**config.mk**
```make
export PLATFORM = sky130hd
export DESIGN_NAME = reg_write_sched
export DESIGN_NICKNAME = d
export VERILOG_FILES = /design/src/rtl/reg_write_pkg.sv /design/src/rtl/rr_arbiter3.sv /design/src/rtl/reg_write_sched.sv
export SDC_FILE = /design/constraint.sdc
export NUM_CORES = 1
export LEC_CHECK = 0
export CAP_MARGIN = 15
export CORE_ASPECT_RATIO = 1.75
export CORE_MARGIN = 1
export CORE_UTILIZATION = 52
export CTS_CLUSTER_DIAMETER = 30
export CTS_CLUSTER_SIZE = 40
export DETAILED_ROUTE_END_ITERATION = 12
export HOLD_SLACK_MARGIN = 0.12
export PLACE_DENSITY = 0.85
export SLEW_MARGIN = 20
export SYNTH_ARGS = -nofsm -noshare
export SYNTH_HDL_FRONTEND = slang
export SYNTH_SLANG_ARGS = --single-unit
```
**constraint.sdc**
```tcl
create_clock -name clk -period 5.9 [get_ports clk]
set_input_delay 0.59 -clock clk [delete_from_list [all_inputs] [get_ports clk]]
set_output_delay 0.59 -clock clk [all_outputs]
set_load 0.005 [all_outputs]
```
**src/rtl/reg_write_pkg.sv**
```systemverilog
`default_nettype none
// ============================================================================
// Module   : reg_write_pkg
// Purpose  : Shared definitions for the register write-back scheduler:
//            write-register selector codes, requester (source) indices,
//            scheduler state encoding and small conversion helpers.
// Ports    : none (package)
// Revision : 1.0 - initial release
// ============================================================================
package reg_write_pkg;

    // Write-register mux selector codes
    localparam logic [1:0] SEL_ALT = 2'b00;  // alternate path, never driven here
    localparam logic [1:0] SEL_RA  = 2'b01;
    localparam logic [1:0] SEL_RT  = 2'b10;
    localparam logic [1:0] SEL_RD  = 2'b11;

    // Requester indices, also the bit positions in request/grant vectors
    localparam int         N_SRC   = 3;
    localparam logic [1:0] SRC_ALU = 2'd0;
    localparam logic [1:0] SRC_LD  = 2'd1;
    localparam logic [1:0] SRC_LNK = 2'd2;

    // Link writes always target the return-address register
    localparam logic [4:0] RA_IDX  = 5'd31;

    typedef enum logic [1:0] {
        ST_IDLE   = 2'b00,
        ST_SELECT = 2'b01,
        ST_WRITE  = 2'b10
    } state_t;

    function automatic logic [1:0] src_to_sel(input logic [1:0] src);
        logic [1:0] sel;
        case (src)
            SRC_ALU: sel = SEL_RD;
            SRC_LD:  sel = SEL_RT;
            SRC_LNK: sel = SEL_RA;
            default: sel = SEL_ALT;
        endcase
        return sel;
    endfunction

    function automatic logic [1:0] onehot_to_src(input logic [2:0] oh);
        logic [1:0] src;
        case (oh)
            3'b010:  src = SRC_LD;
            3'b100:  src = SRC_LNK;
            default: src = SRC_ALU;
        endcase
        return src;
    endfunction

endpackage
`default_nettype wire

```
**src/rtl/rr_arbiter3.sv**
```systemverilog
`default_nettype none
// ============================================================================
// Module   : rr_arbiter3
// Purpose  : Combinational 3-way round-robin arbiter. The search for a
//            requester starts just after the previously granted source.
// Ports    : req_i  [2:0] request vector (bit n = source n)
//            last_i [1:0] index of the previously granted source
//            gnt_o  [2:0] one-hot grant (all zero when no request)
// Revision : 1.0 - initial release
// ============================================================================
module rr_arbiter3
    import reg_write_pkg::*;
(
    input  logic [2:0] req_i,
    input  logic [1:0] last_i,
    output logic [2:0] gnt_o
);

    always_comb begin
        gnt_o = 3'b000;
        case (last_i)
            SRC_ALU: begin          // order LD, LNK, ALU
                if      (req_i[1]) gnt_o = 3'b010;
                else if (req_i[2]) gnt_o = 3'b100;
                else if (req_i[0]) gnt_o = 3'b001;
            end
            SRC_LD: begin           // order LNK, ALU, LD
                if      (req_i[2]) gnt_o = 3'b100;
                else if (req_i[0]) gnt_o = 3'b001;
                else if (req_i[1]) gnt_o = 3'b010;
            end
            default: begin          // after LNK: order ALU, LD, LNK
                if      (req_i[0]) gnt_o = 3'b001;
                else if (req_i[1]) gnt_o = 3'b010;
                else if (req_i[2]) gnt_o = 3'b100;
            end
        endcase
    end

endmodule
`default_nettype wire

```
**src/rtl/reg_write_sched.sv**
```systemverilog
`default_nettype none
// ============================================================================
// Module   : reg_write_sched
// Purpose  : Schedules register-bank write-backs from three requesters
//            (ALU -> rd, load -> rt, link -> ra). Each requester owns a
//            1-deep pending slot; a round-robin arbiter picks a slot, which
//            is presented for one settle cycle (SELECT) and then written
//            (WRITE). Writes to register 0 from ALU/LD are suppressed.
// Ports    : clk, reset (async, active-high)
//            alu_req/idx/data -> alu_ack   ALU result request
//            ld_req/idx/data  -> ld_ack    load result request
//            lnk_req/data     -> lnk_ack   link (return address) request
//            wr_sel, wr_data, reg_write    register-bank write port
//            busy                          not idle or any slot pending
// Revision : 1.0 - initial release
// ============================================================================
module reg_write_sched
    import reg_write_pkg::*;
#(
    parameter int DATA_W = 32
) (
    input  logic              clk,
    input  logic              reset,
    input  logic              alu_req,
    input  logic [4:0]        alu_idx,
    input  logic [DATA_W-1:0] alu_data,
    output logic              alu_ack,
    input  logic              ld_req,
    input  logic [4:0]        ld_idx,
    input  logic [DATA_W-1:0] ld_data,
    output logic              ld_ack,
    input  logic              lnk_req,
    input  logic [DATA_W-1:0] lnk_data,
    output logic              lnk_ack,
    output logic [1:0]        wr_sel,
    output logic [DATA_W-1:0] wr_data,
    output logic              reg_write,
    output logic              busy
);

    state_t            state_q;
    logic [1:0]        grant_q;
    logic [1:0]        last_grant_q;
    logic [2:0]        valid_q, valid_d;
    logic [DATA_W-1:0] data_q [N_SRC];
    logic [DATA_W-1:0] data_d [N_SRC];
    logic [4:0]        idx_q  [N_SRC];
    logic [4:0]        idx_d  [N_SRC];
    logic [1:0]        wr_sel_q;
    logic [DATA_W-1:0] wr_data_q;
    logic              reg_write_q;

    logic [2:0]        req_vec, ack_vec, clear_vec, arb_req, arb_gnt;
    logic [1:0]        gnt_src;
    logic [DATA_W-1:0] in_data [N_SRC];
    logic [4:0]        in_idx  [N_SRC];

    assign req_vec = {lnk_req, ld_req, alu_req};

    always_comb begin
        in_data[SRC_ALU] = alu_data;
        in_data[SRC_LD]  = ld_data;
        in_data[SRC_LNK] = lnk_data;
        in_idx[SRC_ALU]  = alu_idx;
        in_idx[SRC_LD]   = ld_idx;
        in_idx[SRC_LNK]  = RA_IDX;
    end

    // The granted slot empties at the end of WRITE, so it may accept a new
    // request in that same cycle.
    always_comb begin
        clear_vec = 3'b000;
        if (state_q == ST_WRITE) begin
            case (grant_q)
                SRC_ALU: clear_vec = 3'b001;
                SRC_LD:  clear_vec = 3'b010;
                default: clear_vec = 3'b100;
            endcase
        end
    end

    assign ack_vec = req_vec & (~valid_q | clear_vec);
    // A slot being cleared and reloaded in one cycle ends up holding the new
    // request, so nothing is lost or written twice.
    assign valid_d = (valid_q & ~clear_vec) | ack_vec;

    always_comb begin
        for (int i = 0; i < N_SRC; i++) begin
            data_d[i] = ack_vec[i] ? in_data[i] : data_q[i];
            idx_d[i]  = ack_vec[i] ? in_idx[i]  : idx_q[i];
        end
    end

    // From IDLE only slots already pending are eligible; at the end of WRITE
    // the post-edge view is used so a slot reloaded this cycle can follow
    // straight on, giving one write every two cycles.
    assign arb_req = (state_q == ST_WRITE) ? valid_d : valid_q;

    rr_arbiter3 u_arb (
        .req_i  (arb_req),
        .last_i (last_grant_q),
        .gnt_o  (arb_gnt)
    );

    assign gnt_src = onehot_to_src(arb_gnt);

    always_ff @(posedge clk or posedge reset) begin
        if (reset) begin
            state_q      <= ST_IDLE;
            grant_q      <= SRC_ALU;
            last_grant_q <= SRC_LNK;    // ALU wins the first arbitration
            valid_q      <= 3'b000;
            wr_sel_q     <= SEL_ALT;
            wr_data_q    <= '0;
            reg_write_q  <= 1'b0;
            for (int i = 0; i < N_SRC; i++) begin
                data_q[i] <= '0;
                idx_q[i]  <= '0;
            end
        end else begin
            valid_q <= valid_d;
            for (int i = 0; i < N_SRC; i++) begin
                data_q[i] <= data_d[i];
                idx_q[i]  <= idx_d[i];
            end

            case (state_q)
                ST_IDLE: begin
                    reg_write_q <= 1'b0;
                    if (|valid_q) begin
                        state_q      <= ST_SELECT;
                        grant_q      <= gnt_src;
                        last_grant_q <= gnt_src;
                        wr_sel_q     <= src_to_sel(gnt_src);
                        wr_data_q    <= data_q[gnt_src];
                    end
                end
                ST_SELECT: begin
                    state_q     <= ST_WRITE;
                    // Register 0 is hard-wired; link writes always go to ra.
                    reg_write_q <= (grant_q == SRC_LNK) || (idx_q[grant_q] != 5'd0);
                end
                ST_WRITE: begin
                    reg_write_q <= 1'b0;
                    if (|valid_d) begin
                        state_q      <= ST_SELECT;
                        grant_q      <= gnt_src;
                        last_grant_q <= gnt_src;
                        wr_sel_q     <= src_to_sel(gnt_src);
                        wr_data_q    <= data_d[gnt_src];
                    end else begin
                        state_q   <= ST_IDLE;
                        wr_sel_q  <= SEL_ALT;
                        wr_data_q <= '0;
                    end
                end
                default: begin
                    state_q     <= ST_IDLE;
                    reg_write_q <= 1'b0;
                    wr_sel_q    <= SEL_ALT;
                    wr_data_q   <= '0;
                end
            endcase
        end
    end

    assign alu_ack   = ack_vec[0];
    assign ld_ack    = ack_vec[1];
    assign lnk_ack   = ack_vec[2];
    assign wr_sel    = wr_sel_q;
    assign wr_data   = wr_data_q;
    assign reg_write = reg_write_q;
    assign busy      = (state_q != ST_IDLE) || (|valid_q);

endmodule
`default_nettype wire
```
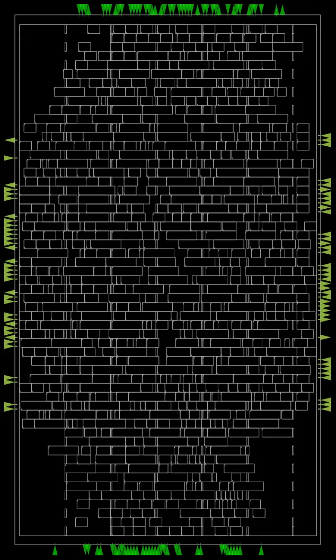
run_1/placed.png
area of the core region: 13980 sq um
number of fill cells in the layout: 1029
flop share of the area: 0.3839

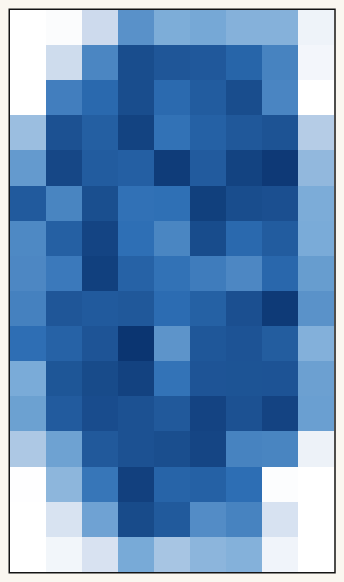
run_1/util_map.png
9 x 16 tiles, from white (low) to dark blue (high), 0 to 100% covered.
tiles over 75% full: 49%
nearly empty tiles: 7.6%
mean over tiles: 64%

==> notes.md, run 1 <==
Status of the implementation.

- The flow ran to the end, and the final reports show no timing, DRC or antenna violations.
- The initial core utilization is 0.5357, for reference.
- The number of nets produced by synthesis is 743, for reference.
- The endpoint of the worst-slack reg-to-reg timing path is wr_data[21], for reference.
- For this design, the slowest cell found on the critical path is dfrtp_1.
- The basic-gate share of the synthesized area counting and, or, nand and nor cells is 0.06132, for reference.
- The largest area contributor in the netlist is dfrtp_1, for reference.
- The number of warnings issued by yosys is 0, for reference.
- The number of cells in the yosys synthesis report is 632, for reference.
- TritonCTS built the clock tree.
- The violation tally recorded at the end of detailed-routing iteration 0 is 591.
- The slew of the pin with the lowest slew margin is 1.142 ns, for reference.
- The number of antenna violations at the first check in global routing came to 0.
- Per Yosys stat, the portion of area used by sequential elements is 0.4981.
- Of the total power, the share spent switching nets is 0.3869.
- Post-route period utilization is reported as 0.6353.
- The worst hold path terminates at idx_q[9].
- The layer carrying the most global-route usage is met2, for reference.
- The cell-mix breakdown from Yosys lists the adder-cell area share as 0.
- The area taken by flip-flops and latches is 3730 sq um, for reference.
- For this run, global-route usage on met3 was measured as 0.05161.
- Setup repair after global routing left no endpoint under its margin.
- The fraction of the core area covered by cells at the end of the flow is 0.6950, for reference.
- The flow reports power dissipated in combinational cells as 2.85 mW.
- The count of pins over their slew limit is 0, for reference.
- The count of endpoints failing hold in the final timing report is 0, for reference.
- The die covers 14900 sq um.
- The stage delay of the slowest cell on the critical path is 0.64 ns, for reference.
- The share of final-layout standard cells stronger than drive strength 1 is 0.2060, for reference.
- According to the timing report, the critical path is captured at wr_data[21].
- The non-clock inverter instance count of the final layout is 27, for reference.
- For the worst min-delay path, the startpoint reported by OpenROAD is idx_q[9].
- Per the detail_route report, DRC violations left total 0.
- The post-route report lists met1 wire length as 7818 um.
- Summed over all failing endpoints, the final setup total negative slack is 0 ns.
- After synthesis the cells add up to 7488 sq um.
- The wire length of the first global-routing pass is 36260 um, for reference.
- 150 I/O pins were placed.
- The startpoint-to-endpoint class of the critical path is flop to flop, for reference.
- In this run the post-CTS setup repair buffer count came out at 0.
- The met2 routed wirelength is 11800 um, for reference.
- The combinational share of cell area is 0.3539, for reference.
- The clock sink count is 149, for reference.
- Ranked by flip-flop count, first place goes to data_q.
- For the final database, setup skew stands at 0.009718 ns.
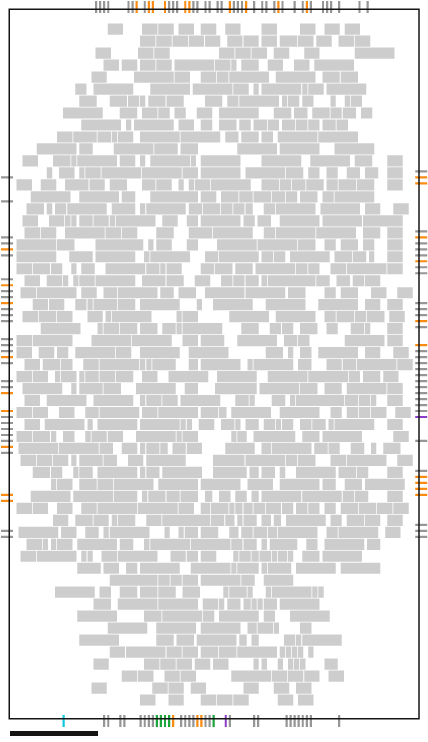
run_1/pinout.png
Scale bar: 20 um. Pins as bars across the die edge, other pins in grey.
| port | colour | pins | direction | edge |
|---|---|---|---|---|
| `clk` | cyan | 1 | input | south |
| `wr_sel` | purple | 2 | output | 1 east, 1 south |
| `alu_idx` | green | 5 | input | south |
| `alu_data` | orange | 32 | input | 10 east, 10 north, 9 west, 3 south |
all pins by edge: 43 north, 38 east, 35 south, 34 west

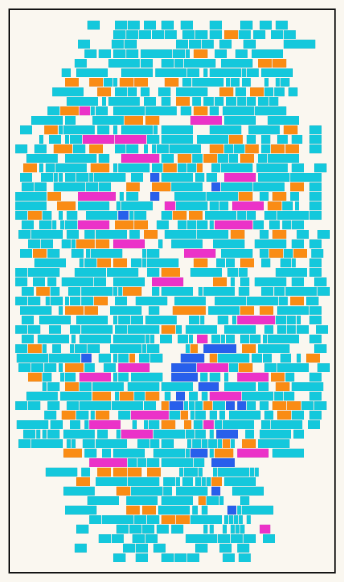
run_1/sizing.png
| size | colour | cells | share |
|---|---|---|---|
| x2 | orange | 111 | 14% |
| x6 and larger | magenta | 28 | 3.7% |
| x1 and smaller | cyan | 609 | 79% |
| x3 and x4 | blue | 19 | 2.5% |
final design instance area without fill: 9716 sq um
minimum setup slack in the final design: 2.152 ns
non-clock buffer count: 156
Area Overhead vs Synth: 29.74%

==> run 1 -> run 2 <==
Clock period 5.9 ns to 3.46 ns, I/O delays scaled along.
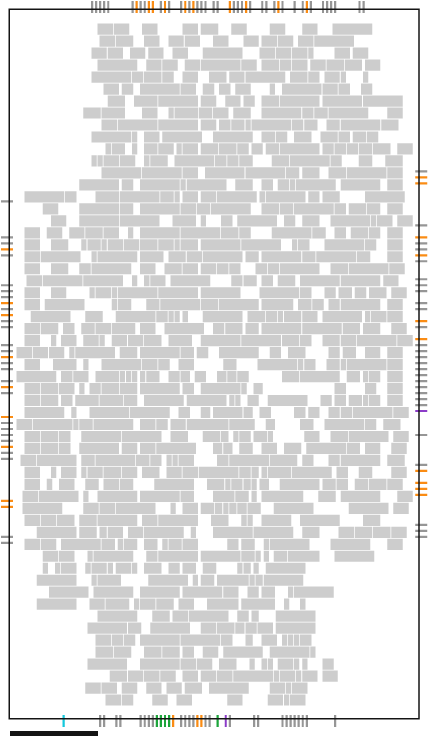
run_2/pinout.png
Scale bar: 20 um. Pins as bars across the die edge, other pins in grey.
| port | colour | pins | direction | edge |
|---|---|---|---|---|
| `wr_sel` | purple | 2 | output | 1 east, 1 south |
| `alu_idx` | green | 5 | input | south |
| `alu_data` | orange | 32 | input | 10 east, 10 north, 9 west, 3 south |
| `clk` | cyan | 1 | input | south |
all pins by edge: 44 north, 38 east, 35 south, 33 west
die span in y: 160.8 um
Die Span X: 92.72 um
count of input and output buffers: 149

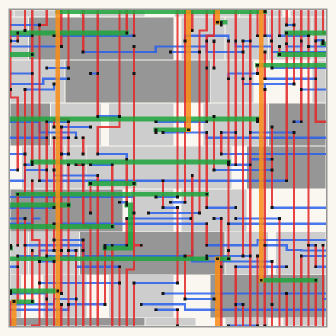
run_2/closeup.png
Region (60, 111) to (80, 131) um. Cells in grey, sequential cells in the stronger grey; small squares are vias.
| layer | colour |
|---|---|
| M3 | green |
| M2 | red |
| M1 | blue |
| M4 | orange |
netlist names of flops here include: `data_q` (4), `wr_data` (2)
sequential cells in the window: 6
most frequent: mux2_2 (6), dfrtp_1 (6), o211ai_1 (4)
cells with their middle in the window: 24

==> run 2 against run 1 <==
Cell area is 0.42% higher. First-iteration DRC count increased by 20%. Maximum frequency is 18% higher. Sequential cell count is the same. Non-clock buffer count is 16 higher. Combinational power grew 78%. Clock power rose by 41%. Die size stayed put. Power rose by 67%. Worst hold slack got worse by 0.19 ns. Clock-buffer cell count is the same. Sequential share of layout area fell by 0.16 points. Largest power group unchanged. Highest routed layer unchanged.
==> notes.md, run 2 <==
Status of the implementation.

- The startpoint-to-endpoint class of the critical path is flop to flop, for reference.
- The number of cells in the yosys synthesis report is 632, for reference.
- Among all stages on the critical path, the largest delay is contributed by nor2_2.
- Looking at the max-slew report, the worst-margin pin has a slew of 0.9971 ns.
- The number of design-rule violations left by the first detailed-router iteration is 711, for reference.
- In this run the critical register-to-register path is captured at wr_data[8].
- Per the GRT log, the top usage layer is met2.
- The timing report gives the biggest stage delay along the critical path as 0.66 ns.
- The layout has 172 buffers outside the clock class.
- The area of the core is 13980 sq um, for reference.
- The basic-gate share of the synthesized area counting and, or, nand and nor cells is 0.06132, for reference.
- The total routed wire length on the met1 layer is 8157 um, for reference.
- The buffers inserted during post-CTS setup optimization is 0, for reference.
- During synthesis, Yosys emitted a total of 0 warnings.
- The run finished with clean final reports.
- The share of final-layout standard cells stronger than drive strength 1 is 0.2222, for reference.
- The post-synthesis sequential area ratio is 0.4981, for reference.
- In this run the count of I/O pins placed on the die edge is 150.
- The count of endpoints failing hold in the final timing report is 0, for reference.
- The final report gives the core utilization as 0.6980.
- For reference, the critical path is captured by wr_data[8].
- The initial core utilization is 0.5357, for reference.
- The final-layout setup total negative slack is 0 ns, for reference.
- The met2 routed wirelength is 12120 um, for reference.
- The cell type that accounts for the most area after synthesis is dfrtp_1.
- The power of the combinational group is 5.06 mW, for reference.
- The global-route track usage on met3 is 0.05540, for reference.
Power is estimated from default activity; no workload was simulated.
